### config.mk
export PLATFORM = sky130hd
export DESIGN_NAME = reg_snapshot_streamer
export DESIGN_NICKNAME = d
export VERILOG_FILES = /design/src/rtl/dbg_defs.sv /design/src/rtl/dbg_cycle_timer.sv /design/src/rtl/reg_snapshot_streamer.sv
export SDC_FILE = /design/constraint.sdc
export NUM_CORES = 1
export LEC_CHECK = 0
export CAP_MARGIN = 0
export CORE_MARGIN = 3
export CORE_UTILIZATION = 45
export CTS_BUF_LIST = sky130_fd_sc_hd__clkbuf_16
export CTS_CLUSTER_SIZE = 25
export DETAILED_ROUTE_END_ITERATION = 7
export PLACE_DENSITY = 0.77
export REMOVE_ABC_BUFFERS = 1
export SKIP_CTS_REPAIR_TIMING = 1
export SLEW_MARGIN = 20
export SYNTH_ARGS = -nofsm -noshare
export SYNTH_HDL_FRONTEND = slang
export SYNTH_SLANG_ARGS = --single-unit
### constraint.sdc
create_clock -name clk -period 2.1 [get_ports clk]
set_input_delay 0.21 -clock clk [delete_from_list [all_inputs] [get_ports clk]]
set_output_delay 0.21 -clock clk [all_outputs]
set_load 0.02 [all_outputs]
### src/rtl/dbg_defs.sv
// Shared definitions for the register snapshot debug stage.
// Holds the FSM encoding, the snapshot geometry and the default trigger settings.
package dbg_defs;

  typedef enum logic [2:0] {
    ST_IDLE      = 3'd0,
    ST_HDR_PC    = 3'd1,
    ST_HDR_INSTR = 3'd2,
    ST_SEL       = 3'd3,
    ST_SEND      = 3'd4,
    ST_DONE      = 3'd5
  } state_e;

  localparam int          SNAP_WORDS      = 34;
  localparam logic [31:0] DEF_BREAK_PC    = 32'h0000_0048;
  localparam int          DEF_CYCLE_LIMIT = 1000;
  localparam int          DEF_NUM_REGS    = 32;

  function automatic logic is_busy(input state_e s);
    return (s == ST_HDR_PC) || (s == ST_HDR_INSTR) || (s == ST_SEL) || (s == ST_SEND);
  endfunction

endpackage

### src/rtl/dbg_cycle_timer.sv
// Saturating watchdog counter: counts enabled cycles and raises expired_o
// once LIMIT-1 is reached, holding there rather than wrapping.
module dbg_cycle_timer #(
  parameter int LIMIT = 1000
) (
  input  logic clk,
  input  logic rst,
  input  logic clear_i,
  input  logic en_i,
  output logic expired_o
);

  localparam int            CNT_W = $clog2(LIMIT) + 1;
  localparam logic [CNT_W-1:0] LAST = CNT_W'(LIMIT - 1);

  logic [CNT_W-1:0] count_q, count_d;

  assign expired_o = (count_q == LAST);

  // NOTE: every variable assigned in an always_comb gets a default first, so no path can infer a latch.
  always_comb begin
    count_d = count_q;
    if (clear_i) begin
      count_d = '0;
    end else if (en_i && !expired_o) begin
      count_d = count_q + 1'b1;
    end
  end

  // NOTE: sequential state uses non-blocking assignments so all flops update together at the edge.
  always_ff @(posedge clk) begin
    if (rst) begin
      count_q <= '0;
    end else begin
      count_q <= count_d;
    end
  end

endmodule

### src/rtl/reg_snapshot_streamer.sv
// Freezes the CPU on a trigger and streams PC, instr and r0..r31 over a
// valid/ready port; the register file is read through the reg_sel/reg_data tap.
module reg_snapshot_streamer
  import dbg_defs::*;
#(
  parameter logic [31:0] BREAK_PC    = DEF_BREAK_PC,
  parameter int          CYCLE_LIMIT = DEF_CYCLE_LIMIT,
  parameter int          NUM_REGS    = DEF_NUM_REGS,
  localparam int         SEL_W       = $clog2(NUM_REGS)
) (
  input  logic             clk,
  input  logic             rst,
  input  logic [31:0]      pc_i,
  input  logic [31:0]      instr_i,
  input  logic             break_en_i,
  input  logic             start_i,
  output logic [SEL_W-1:0] reg_sel_o,
  input  logic [31:0]      reg_data_i,
  output logic             out_valid_o,
  input  logic             out_ready_i,
  output logic [31:0]      out_data_o,
  output logic             out_last_o,
  output logic             halt_o,
  output logic             busy_o,
  output logic             done_o,
  output logic             timeout_o
);

  localparam logic [SEL_W-1:0] LAST_IDX = SEL_W'(NUM_REGS - 1);

  state_e           state_q, state_d;
  logic [SEL_W-1:0] idx_q, idx_d;
  logic [31:0]      pc_q, pc_d;
  logic [31:0]      instr_q, instr_d;
  logic [31:0]      data_q, data_d;
  logic             halt_q, halt_d;
  logic             timeout_q, timeout_d;

  logic wdog_fire;
  logic bp_hit;
  logic idle_trig;
  logic trigger;
  logic accept;
  logic last_idx;

  assign bp_hit    = break_en_i && (pc_i == BREAK_PC);
  assign idle_trig = (state_q == ST_IDLE) && (start_i || bp_hit || wdog_fire);
  // Only a manual pulse can restart from DONE; busy states ignore every source.
  assign trigger   = idle_trig || ((state_q == ST_DONE) && start_i);
  assign accept    = out_valid_o && out_ready_i;
  assign last_idx  = (idx_q == LAST_IDX);

  dbg_cycle_timer #(
    .LIMIT (CYCLE_LIMIT)
  ) u_wdog (
    .clk       (clk),
    .rst       (rst),
    .clear_i   (trigger),
    .en_i      (state_q == ST_IDLE),
    .expired_o (wdog_fire)
  );

  always_ff @(posedge clk) begin
    if (rst) begin
      state_q <= ST_IDLE;
    end else begin
      state_q <= state_d;
    end
  end

  always_comb begin
    state_d = state_q;
    case (state_q)
      ST_IDLE:      if (trigger) state_d = ST_HDR_PC;
      ST_HDR_PC:    if (accept)  state_d = ST_HDR_INSTR;
      ST_HDR_INSTR: if (accept)  state_d = ST_SEL;
      ST_SEL:                    state_d = ST_SEND;
      ST_SEND:      if (accept)  state_d = last_idx ? ST_DONE : ST_SEL;
      ST_DONE:      if (trigger) state_d = ST_HDR_PC;
      default:                   state_d = ST_IDLE;
    endcase
  end

  always_comb begin
    out_valid_o = 1'b0;
    out_data_o  = '0;
    out_last_o  = 1'b0;
    case (state_q)
      ST_HDR_PC: begin
        out_valid_o = 1'b1;
        out_data_o  = pc_q;
      end
      ST_HDR_INSTR: begin
        out_valid_o = 1'b1;
        out_data_o  = instr_q;
      end
      ST_SEND: begin
        out_valid_o = 1'b1;
        out_data_o  = data_q;
        out_last_o  = last_idx;
      end
      default: ;
    endcase
    reg_sel_o = idx_q;
    busy_o    = is_busy(state_q);
    done_o    = (state_q == ST_DONE);
    halt_o    = halt_q;
    timeout_o = timeout_q;
  end

  always_comb begin
    pc_d      = pc_q;
    instr_d   = instr_q;
    idx_d     = idx_q;
    data_d    = data_q;
    halt_d    = halt_q;
    timeout_d = timeout_q;
    if (trigger) begin
      pc_d      = pc_i;
      instr_d   = instr_i;
      idx_d     = '0;
      halt_d    = 1'b1;
      // Watchdog is reported only when nothing else asked for the snapshot.
      timeout_d = idle_trig && wdog_fire && !start_i && !bp_hit;
    end else if ((state_q == ST_SEND) && accept && !last_idx) begin
      idx_d = idx_q + 1'b1;
    end
    // r0 is architecturally zero, whatever the tap returns for index 0.
    if (state_q == ST_SEL) begin
      data_d = (idx_q == '0) ? '0 : reg_data_i;
    end
  end

  always_ff @(posedge clk) begin
    if (rst) begin
      pc_q      <= '0;
      instr_q   <= '0;
      idx_q     <= '0;
      data_q    <= '0;
      halt_q    <= 1'b0;
      timeout_q <= 1'b0;
    end else begin
      pc_q      <= pc_d;
      instr_q   <= instr_d;
      idx_q     <= idx_d;
      data_q    <= data_d;
      halt_q    <= halt_d;
      timeout_q <= timeout_d;
    end
  end

endmodule
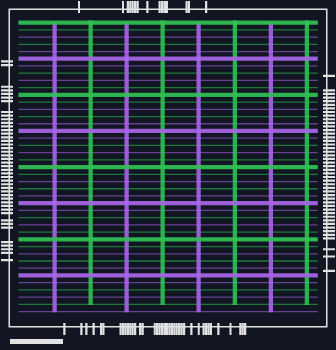
run_1/floorplan.png
Scale bar: 20 um. Pins as bars on the die edge.
[VSS] purple
[VDD] green
met4 straps: 8
signal pins: 144
met1 rails: 41

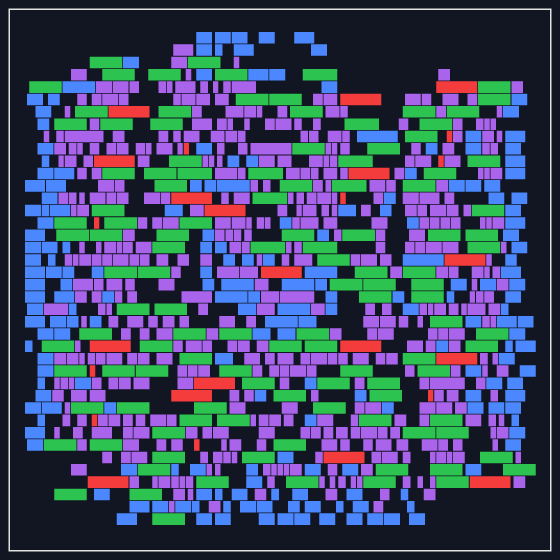
run_1/class_map.png
[registers] green | cells: 117 | share of their area: 30%
[remaining logic cells] purple | cells: 467 | share of their area: 40%
[clock drivers and dummy loads] red | cells: 26 | share of their area: 5.8%
[remaining buffers and delay cells] blue | cells: 197 | share of their area: 24%

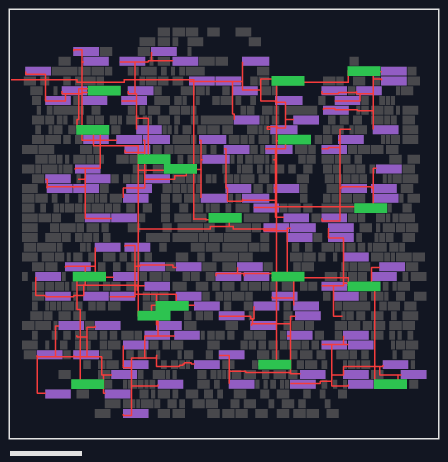
run_1/clock_wires.png
Scale bar: 20 um.
[clock wires] red | length: 1510 um
[flip-flops] purple | count: 117
[clock-net drivers] green | count: 17
flops lie: spread over the die
routed clock nets: 18

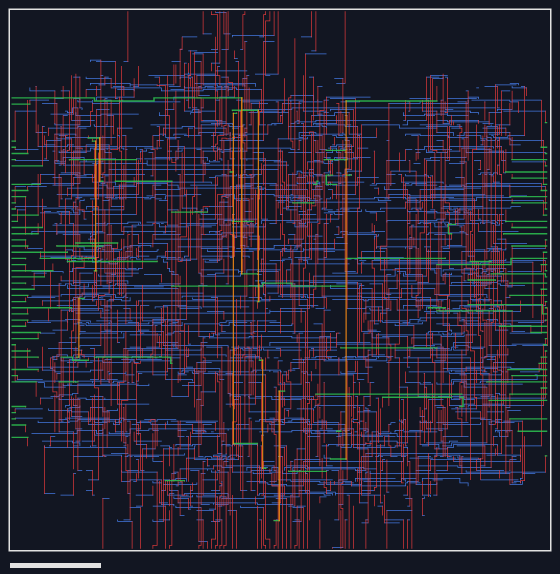
run_1/layers.png
Scale bar: 20 um.
[M1] blue | wire length: 7070 um
[M2] red | wire length: 8080 um
[M4] orange | wire length: 336 um
[M3] green | wire length: 837 um

[run 1: final cells by class]
cell class / instances / share of cell area, %
flip-flops and latches: 117 / 28.8
well taps: 168 / 2.57
clock buffers: 17 / 5.20
clock inverters: 9 / 0.413
inverters: 4 / 0.184
repair buffers: 197 / 23.8
multi-input cells: 463 / 39.1
[run 1: power by group]
part	total [uW]	switching [uW]	internal, uW
registers	2460	88.3	2370
clock network	2320	905	1410
logic	1320	619	699
[run 1: logic make-up (layout without fill, tap and decap cells)]
kind of cell	Yosys count	after routing	synth area share, %
xor+xnor	13	13	1.98
simple gates	265	266	25.2
flops	117	117	40.8
mux	68	68	11.8
buf+inv	58	227	6.12
compound gates	112	112	13.2
fa+ha+maj	4	4	0.871
==> impl_metrics.ini, run 1 <==
; physical design summary
[worst_setup_path]
cpMaxStageDelayCell = or4_4
crit_family = simple AND/OR/NAND/NOR gates
endpoint = instr_q[12]$_SDFFE_PP0P_
cp_data_required_time_ns = 2.44
reg2reg_depth = 6
reg2reg_from = state_q[2]$_SDFFE_PP0P_
critical_path_arrival_ns = 2.38
path_depth = 6
crit_path_max_incr_delay_ns = 0.53
critPathKind = flip-flop to flip-flop
cp_max_fo = 8
reg2reg_to = instr_q[12]$_SDFFE_PP0P_

[yosys]
yosys.area.top_type = dfxtp_1
topCellsByArea = dfxtp_1 (41%), nand2b_1 (14%), mux2i_1 (12%), a22oi_1 (8.4%), o21ai_0 (3.0%)
ys_cells = 637
edf_count = 0
ys_top_cells_by_count = nand2b_1 (130), dfxtp_1 (117), mux2i_1 (68)
synth.distinct_cells = 40
flop_cell = dfxtp_1
yosys.area.top_type_share_pct = 40.8
netlist_instances = 637
synth-async-reset-ratio_pct = 0
top_cell = nand2b_1
yosys-stat-area_um2 = 5750

[run]
log.warning_count = 28

[die]
rows = 40
core_area_um2 = 12300
io_pins = 144
die_x_um = 119

[final_layout]
final_cells = 975
final_area_um2 = 8170
num-nets-final = 905
n_fill_cell = 976
area.growth.synth_to_final_pct = 42.3
final_cell_mix = nand2b_1 (130), dfxtp_1 (108), clkdlybuf4s50_1 (92), mux2i_1 (68), a22oi_1 (64)
drive_gt1_share_pct = 15.6

[clock_tree]
cts_sinks = 117
clock_latency_ns = 0.41

[place]
placed_cell_area_um2 = 7520
dpl.cell_count = 941
port_buffers = 143
gp_congestion = 0.827
place_ws_ns = -0.575

[timing]
drv_slew = 0
fmax_ghz = 0.489
hold_viol = 0
fin_setup_tns_ns = 0

[grt]
grt_first_pass_wirelength_um = 24900
met1_usage_pct = 26.6
grt_util_met3_pct = 6.32
antenna_found_initial = 0
grt-busiest-layer = met2
grt_pass1_vias = 5153

[route]
wl_um = 16300
viasPerCell = 5.33
met1_length_um = 7070
met2_length_um = 8080
drtIter0Drc = 297
route.detailed.drc = 0
drt.antenna.violating_nets = 0

[worst_hold_path]
min_from = pc_i[29]
hp-class = input port to flip-flop
holdPathStages = 3

[power_and_ir_drop]
leakagePower_uw = 0.00339

[run_status]
status = completed
==> run 2, diff against run 1 <==
--- a/config.mk
+++ b/config.mk
@@ -5,13 +5,13 @@
 export SDC_FILE = /design/constraint.sdc
 export NUM_CORES = 1
 export LEC_CHECK = 0
-export CAP_MARGIN = 0
+export CAP_MARGIN = 20
 export CORE_MARGIN = 3
 export CORE_UTILIZATION = 45
 export CTS_BUF_LIST = sky130_fd_sc_hd__clkbuf_16
 export CTS_CLUSTER_SIZE = 25
 export DETAILED_ROUTE_END_ITERATION = 7
-export PLACE_DENSITY = 0.77
+export PLACE_DENSITY_LB_ADDON = 0.05
 export REMOVE_ABC_BUFFERS = 1
 export SKIP_CTS_REPAIR_TIMING = 1
 export SLEW_MARGIN = 20
==> run 2 against run 1 <==
Against the previous run: the flow now finishes with violations (negative setup slack); clock power is 26% higher; routed wire length grew 2.8%; synthesized cell count unchanged; first-iteration DRC count rose by 2.7%; clock-buffer cell count unchanged; global-route usage increased by 0.47 points; largest power group is now the clock network.
==> impl_metrics.ini, run 2 <==
; physical design summary
[yosys]
ys_cells = 637
edf_count = 0
yosys.area.top_type_share_pct = 40.8
synth.distinct_cells = 40
topCellsByArea = dfxtp_1 (41%), nand2b_1 (14%), mux2i_1 (12%), a22oi_1 (8.4%), o21ai_0 (3.0%)
netlist_instances = 637
ys_top_cells_by_count = nand2b_1 (130), dfxtp_1 (117), mux2i_1 (68)
top_cell = nand2b_1
yosys.area.top_type = dfxtp_1
flop_cell = dfxtp_1
synth-async-reset-ratio_pct = 0

[final_layout]
flop-count = 117
nMultiInputCombCells = 462
final_area_um2 = 8500
clock_buffers = 17
largest_cell_class = logic gates
final_cells = 993
comb_area_share_pct = 37.3
area.growth.synth_to_final_pct = 47.9
buffer_area_share_pct = 25.5
nNonClkInverters = 4
final_cell_mix = nand2b_1 (130), dfxtp_1 (114), clkdlybuf4s50_1 (93), mux2i_1 (67), a22oi_1 (64)
seqCellArea_um2 = 2350
num-nets-final = 918
clock_area_share_pct = 6.98
n_all_buffers = 211
drive_gt1_share_pct = 17.2

[worst_setup_path]
critical_path_arrival_ns = 2.45
crit_family = simple AND/OR/NAND/NOR gates
cp_data_required_time_ns = 2.43
cpMaxStageDelayCell = or4_4
reg2reg_depth = 6
cp_max_fo = 6
path_depth = 8
reg2reg_from = state_q[2]$_SDFFE_PP0P_
crit_path_max_incr_delay_ns = 0.60
critPathKind = input port to flip-flop
endpoint = pc_q[28]$_SDFFE_PP0P_

[power_and_ir_drop]
leakagePower_uw = 0.00352
pwr-share-comb_pct = 21.1
seq_power_share_pct = 36.0
top_power_group = the clock network
internal_power_uw = 5100
power.switching_uw = 1730
powerComb_uw = 1440
swShare_pct = 25.4

[place]
dpl.hpwl_um = 10500
gp_congestion = 0.774
placed_cell_area_um2 = 7520
place_ws_ns = -0.556
dpl.cell_count = 942

[die]
io_pins = 144
core_area_um2 = 12300
die_x_um = 119
rows = 40
n_tap_cell = 168
die_y_um = 119

[clock_tree]
clock_latency_ns = 0.41
cts_max_path_buffers = 2
cts_sinks = 117
clk_pin_slew_ns = 0.05

[grt]
grt_pass1_vias = 5118
antenna_found_initial = 0
grt_overflow_total = 0
grt_first_pass_wirelength_um = 25400

[worst_hold_path]
min_from = pc_i[8]
hp-class = input port to flip-flop
holdPathStages = 3

[route]
drtIter0Drc = 305
route.detailed.drc = 0
wl_um = 16800
viasPerCell = 5.22

[timing]
fin_ws_ns = -0.0126
hold_viol = 0
fmax_ghz = 0.473
drv_slew = 0
fin_setup_tns_ns = -0.0229
finalSetupViolCount = 4

[run]
log.warning_count = 29

[run_status]
status = finished with violations
violations = negative setup slack
==> run 2: cell counts after synthesis <==
No cell type changed its count.
==> run 2: layer usage <==
| layer | part of all wire [%] | track usage [%] | vias up |
|---|---|---|---|
| li1 | - | - | 2555 |
| met4 | 0.87 | 7.02 | 0 |
| met1 | 44 | 27.7 | 2473 |
| met2 | 51 | 37.5 | 146 |
| met5 | 0 | 0 | - |
| met3 | 4.5 | 6.17 | 11 |
==> run 2: logic make-up (layout without fill, tap and decap cells) <==
group                      Yosys count  after routing  synth area share, %
muxes                               68             68                 11.8
xor gates and xnor gates            13             13                 1.98
AOI/OAI and AO/OA                  112            112                 13.2
and+or+nand+nor                    265            265                 25.2
buffers and inverters               58            246                 6.12
DFF                                117            117                 40.8
adders and majority gates            4              4                0.871
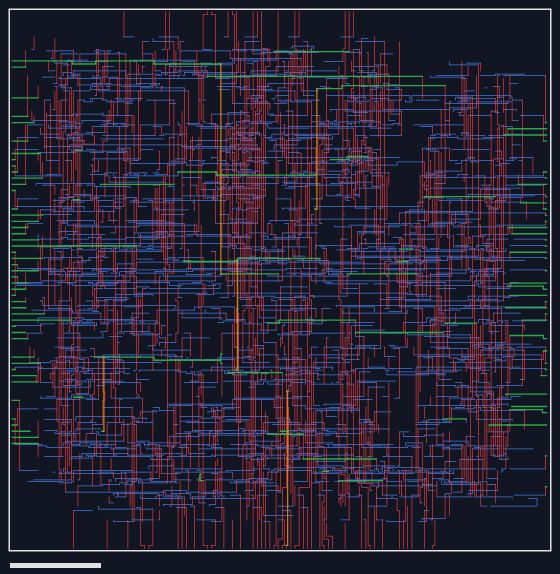
run_2/layers.png
Scale bar: 20 um.
[M2] red | wire length: 8490 um
[M1] blue | wire length: 7380 um
[M4] orange | wire length: 147 um
[M3] green | wire length: 753 um

Power figures rest on the tool's default switching activity, not on a simulated workload.
